Clock distribution:
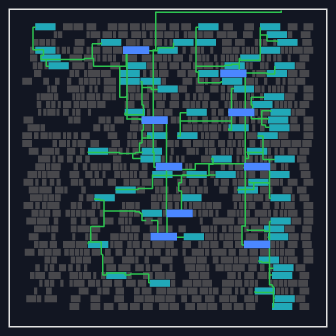
Drive-strength map:
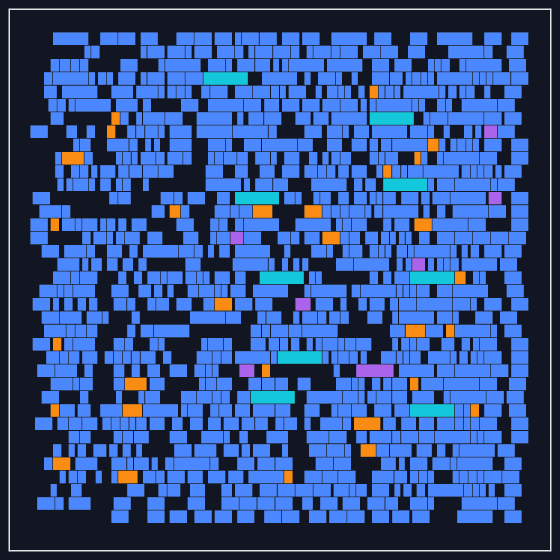
Gate families picked out:
Scale bar: 20 um.
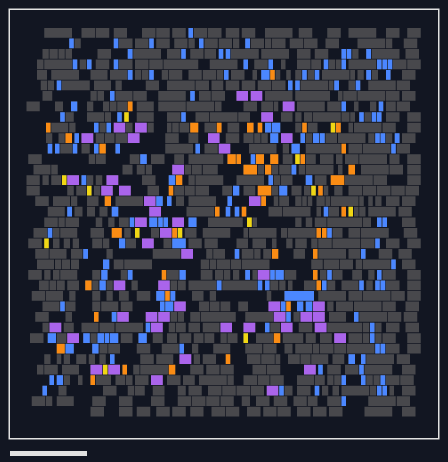
Track usage over the die:
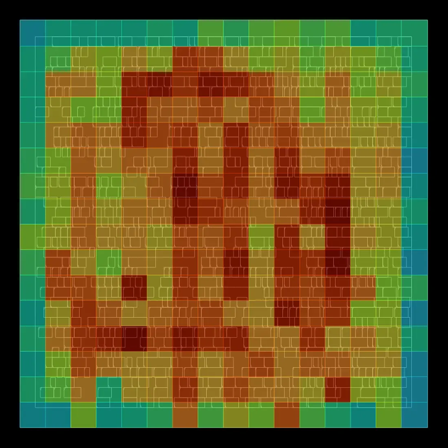
Metal 3:
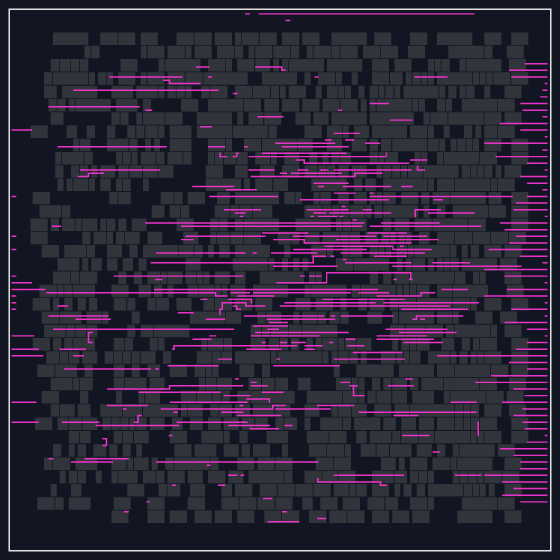
[src/rtl/pc_sequencer.sv]
// Registered program counter for the MIPS core: sequential, branch, jump, jr and exception redirect.
// Optional return-address stack is built when PC_SEQ_RAS_EN is defined.
module pc_sequencer #(
    parameter int               WIDTH        = 32,
    parameter logic [WIDTH-1:0] RESET_VECTOR = '0,
    parameter logic [WIDTH-1:0] EXC_VECTOR   = WIDTH'(32'h8000_0180),
    parameter int               RAS_DEPTH    = 4
) (
    input  logic             clk,
    input  logic             reset,
    input  logic             stall,
    input  logic             branch,
    input  logic             branch_ne,
    input  logic             zero,
    input  logic [15:0]      imm16,
    input  logic             jump,
    input  logic [25:0]      jindex,
    input  logic             jr,
    input  logic [WIDTH-1:0] jr_target,
    input  logic             exc,
`ifdef PC_SEQ_RAS_EN
    input  logic             ras_push,
    input  logic             ras_pop,
    output logic             ras_empty,
`endif
    output logic [WIDTH-1:0] pc,
    output logic [WIDTH-1:0] pc_plus4,
    output logic             redirect,
    output logic             misaligned,
    output logic [WIDTH-1:0] epc
);

    if (WIDTH != 32 && WIDTH != 64) begin : g_bad_width
        $error("pc_sequencer: WIDTH must be 32 or 64");
    end
    if (RAS_DEPTH < 2 || RAS_DEPTH > 16 || (RAS_DEPTH & (RAS_DEPTH - 1)) != 0) begin : g_bad_depth
        $error("pc_sequencer: RAS_DEPTH must be a power of 2 in 2..16");
    end

    logic [WIDTH-1:0] pc_q, pc_d;
    logic [WIDTH-1:0] epc_q, epc_d;
    logic             redirect_q, redirect_d;
    logic             misaligned_q, misaligned_d;

    logic [WIDTH-1:0] br_target;
    logic [WIDTH-1:0] j_target;
    logic [WIDTH-1:0] jr_dest;
    logic             taken;

    assign pc_plus4  = pc_q + WIDTH'(4);
    // Word offset sign-extended and scaled to bytes; wraps modulo 2^WIDTH.
    assign br_target = pc_plus4 + {{(WIDTH-18){imm16[15]}}, imm16, 2'b00};
    assign j_target  = {pc_plus4[WIDTH-1:28], jindex, 2'b00};
    assign taken     = branch & (zero ^ branch_ne);

`ifdef PC_SEQ_RAS_EN
    localparam int PW = $clog2(RAS_DEPTH);

    logic [WIDTH-1:0] ras_q [RAS_DEPTH];
    logic [PW-1:0]    wptr_q, wptr_d, top_idx;
    logic [PW:0]      cnt_q, cnt_d;
    logic             do_push, do_pop;

    // Stack ops follow the request that actually wins arbitration this edge.
    assign do_push   = !exc && !stall && !jr && jump && ras_push;
    assign do_pop    = !exc && !stall && jr && ras_pop && (cnt_q != '0);
    assign top_idx   = wptr_q - PW'(1);
    assign jr_dest   = do_pop ? ras_q[top_idx] : jr_target;
    assign ras_empty = (cnt_q == '0);

    always_comb begin
        wptr_d = wptr_q;
        cnt_d  = cnt_q;
        if (do_push) begin
            wptr_d = wptr_q + PW'(1);
            if (cnt_q != (PW+1)'(RAS_DEPTH)) begin
                cnt_d = cnt_q + (PW+1)'(1);
            end
        end else if (do_pop) begin
            wptr_d = top_idx;
            cnt_d  = cnt_q - (PW+1)'(1);
        end
    end

    always_ff @(posedge clk) begin
        if (reset) begin
            wptr_q <= '0;
            cnt_q  <= '0;
        end else begin
            wptr_q <= wptr_d;
            cnt_q  <= cnt_d;
        end
    end

    // A full stack overwrites its oldest slot because the write pointer simply wraps.
    always_ff @(posedge clk) begin
        if (do_push) begin
            ras_q[wptr_q] <= pc_plus4;
        end
    end
`else
    assign jr_dest = jr_target;
`endif

    always_comb begin
        pc_d         = pc_plus4;
        epc_d        = epc_q;
        redirect_d   = 1'b0;
        misaligned_d = 1'b0;
        if (exc) begin
            pc_d       = EXC_VECTOR;
            epc_d      = pc_q;
            redirect_d = 1'b1;
        end else if (stall) begin
            pc_d = pc_q;
        end else if (jr) begin
            redirect_d = 1'b1;
            if (jr_dest[1:0] != 2'b00) begin
                pc_d         = EXC_VECTOR;
                epc_d        = pc_q;
                misaligned_d = 1'b1;
            end else begin
                pc_d = jr_dest;
            end
        end else if (jump) begin
            pc_d       = j_target;
            redirect_d = 1'b1;
        end else if (taken) begin
            pc_d       = br_target;
            redirect_d = 1'b1;
        end
    end

    always_ff @(posedge clk) begin
        if (reset) begin
            pc_q         <= RESET_VECTOR;
            epc_q        <= '0;
            redirect_q   <= 1'b0;
            misaligned_q <= 1'b0;
        end else begin
            pc_q         <= pc_d;
            epc_q        <= epc_d;
            redirect_q   <= redirect_d;
            misaligned_q <= misaligned_d;
        end
    end

    assign pc         = pc_q;
    assign epc        = epc_q;
    assign redirect   = redirect_q;
    assign misaligned = misaligned_q;

endmodule
[config.mk]
export PLATFORM = sky130hd
export DESIGN_NAME = pc_sequencer
export DESIGN_NICKNAME = d
export VERILOG_FILES = /design/src/rtl/pc_sequencer.sv
export SDC_FILE = /design/constraint.sdc
export NUM_CORES = 1
export LEC_CHECK = 0
export CAP_MARGIN = 25
export CORE_MARGIN = 4
export CORE_UTILIZATION = 50
export CTS_BUF_LIST = sky130_fd_sc_hd__clkbuf_16
export DETAILED_ROUTE_END_ITERATION = 8
export GPL_TIMING_DRIVEN = 0
export PLACE_DENSITY = 0.87
export SLEW_MARGIN = 10
export SYNTH_ARGS = -nofsm -noshare
export SYNTH_HDL_FRONTEND = slang
export SYNTH_SLANG_ARGS = --single-unit
[constraint.sdc]
create_clock -name clk -period 7.2 [get_ports clk]
set_clock_uncertainty 0.05 [all_clocks]
set_input_delay 1.44 -clock clk [delete_from_list [all_inputs] [get_ports clk]]
set_output_delay 1.44 -clock clk [all_outputs]
set_load 0.05 [all_outputs]
==> flow_summary.yaml <==
# synthesis and place-and-route metrics
power:
  p_int_uw: 743
worst_setup_path:
  crit_fanout: 7
  r2r_slack_ns: 2.94
  arrival_ns: 3.47
  end_kind: "output pin"
clocking:
  clkTransAtPathRegs_ns: 0.06
  clk_latency_ns: 0.34
  cts_resized: 0
  root_buffer: "clkbuf_16"
  h-tree-depth: 3
cells_and_area:
  seq_area_um2: 1320
  comb_cells: 580
  num-nonclk-inverters: 13
hold_path:
  hp-class: "reg2reg"
  hold_end: "epc[2]"
synthesis:
  yosys.cell_count.top_type: "nand2_1"
  ys_area_um2: 5270
  avgSynthCellArea_um2: 7.49
  async_reset_ff_frac: 0
detailed_routing:
  route.antenna.remaining_nets: 0
  first_pass_iters: 7
placed_design:
  dp_cells: 1017
outcome:
  status: "complete, no violations"
floorplanning:
  fp_util: 0.512
  die_y_um: 111
  chipWidth_um: 111
global_route:
  grt_max_degree: 20
  grt-ovfl-total: 0
timing:
  setup_violations: 0
run:
  maxCapViolations: 0
## Picture notes: 'clock distribution'
- clock wires: green (length 918 um)
- flip-flops: cyan (count 66)
- clock drivers: blue (count 9)
- routed clock nets: 10
clock group share of total power: 0.350
clk pwr: 404 uW

## Picture notes: 'drive-strength map'
- _2 cells: orange (cells 29; share 3.2%; most used buf_2)
- _6 and larger: cyan (cells 9; share 1.0%; most used clkbuf_16)
- _3 and _4 cells: purple (cells 7; share 0.78%)
- _0 and _1 cells: blue (cells 852; share 95%; most used clkdlybuf4s50_1)
post-route worst setup slack: 2.24 ns
Repair and plain buffers: 222
Area Overhead vs Synth: 42.2%
final instance area: 7490 um2

## Picture notes: 'gate families picked out'
- nand cells: blue (cells 160; where widely spread)
- xor and xnor cells: purple (cells 50)
- nor cells: orange (cells 49)
- inv cells: yellow (cells 13)
final cell count without fillers: 1,033
Top cell excl fill/tap: clkdlybuf4s50_1
Comb area share: 0.495

## Picture notes: 'track usage over the die'
M1 GR Usage: 0.442
Avg WL per Cell: 21.9 um
M3 GR Usage: 0.0707
Top Usage Layer GRT: met2
Post-Route Utilization: 0.729

## Picture notes: 'metal 3'
- main direction: horizontal
- share of all routed wire: 11%
- nets with wire on the layer: 220
via count: 6,684
Routed WL: 22.6 mm

==> placed cells by master, fill, tap and decap left out, drive strengths merged, types with 4 or more instances in the layout <==
master | Yosys | final
a22oi | 7 | 7
o21a | 8 | 8
ha | 31 | 31
nand4 | 11 | 11
o2111ai | 4 | 4
xor2 | 25 | 25
a221o | 8 | 8
clkdlybuf4s50 | 0 | 178
xnor2 | 25 | 25
o211a | 7 | 7
and3 | 11 | 11
nor2 | 29 | 29
nand2 | 123 | 123
and2 | 5 | 5
buf | 11 | 11
clkinv | 0 | 5
o21bai | 5 | 5
o211ai | 12 | 12
a221oi | 10 | 10
o221ai | 8 | 8
o31ai | 6 | 6
a31oi | 9 | 9
nand3 | 22 | 22
dfxtp | 66 | 66
nand2b | 4 | 4
a211oi | 9 | 9
a21o | 4 | 4
o221a | 4 | 4
o22ai | 4 | 4
and4 | 8 | 8
clkbuf | 33 | 42
o21ai | 43 | 43
a21oi | 85 | 85
nor3 | 14 | 14
inv | 13 | 13
==> worst max-delay path, stage by stage (launching register included) <==
cell and delay, ns:
dfxtp_1 0.50, and4_1 0.32, nand4_1 0.27, nor3_1 0.46
and4_1 0.33, xor2_1 0.36, clkdlybuf4s50_1 0.88
==> cell families after synthesis <==
kind of cell,count (synthesis),synth area share
AND/OR/NAND/NOR,242,0.219
adder cells (fa/ha/maj),32,0.0775
AND-OR/OR-AND,253,0.320
multiplexers,3,0.00570
buffers and inverters,57,0.0444
XOR/XNOR,50,0.0832
flip-flops,66,0.251
==> metal layers <==
layer,GRT usage,part of all wire,vias to the layer above
met2,0.575,0.46,468
met4,0.195,0.049,0
li1,-,-,3002
met5,0,0,-
met1,0.442,0.38,3121
met3,0.0707,0.11,93
==> flip-flops by register name, indices dropped and copies added (netlist names) <==
register,cells
misaligned,1
epc,32
pc,32
redirect,1
Power is estimated from default activity; no workload was simulated.
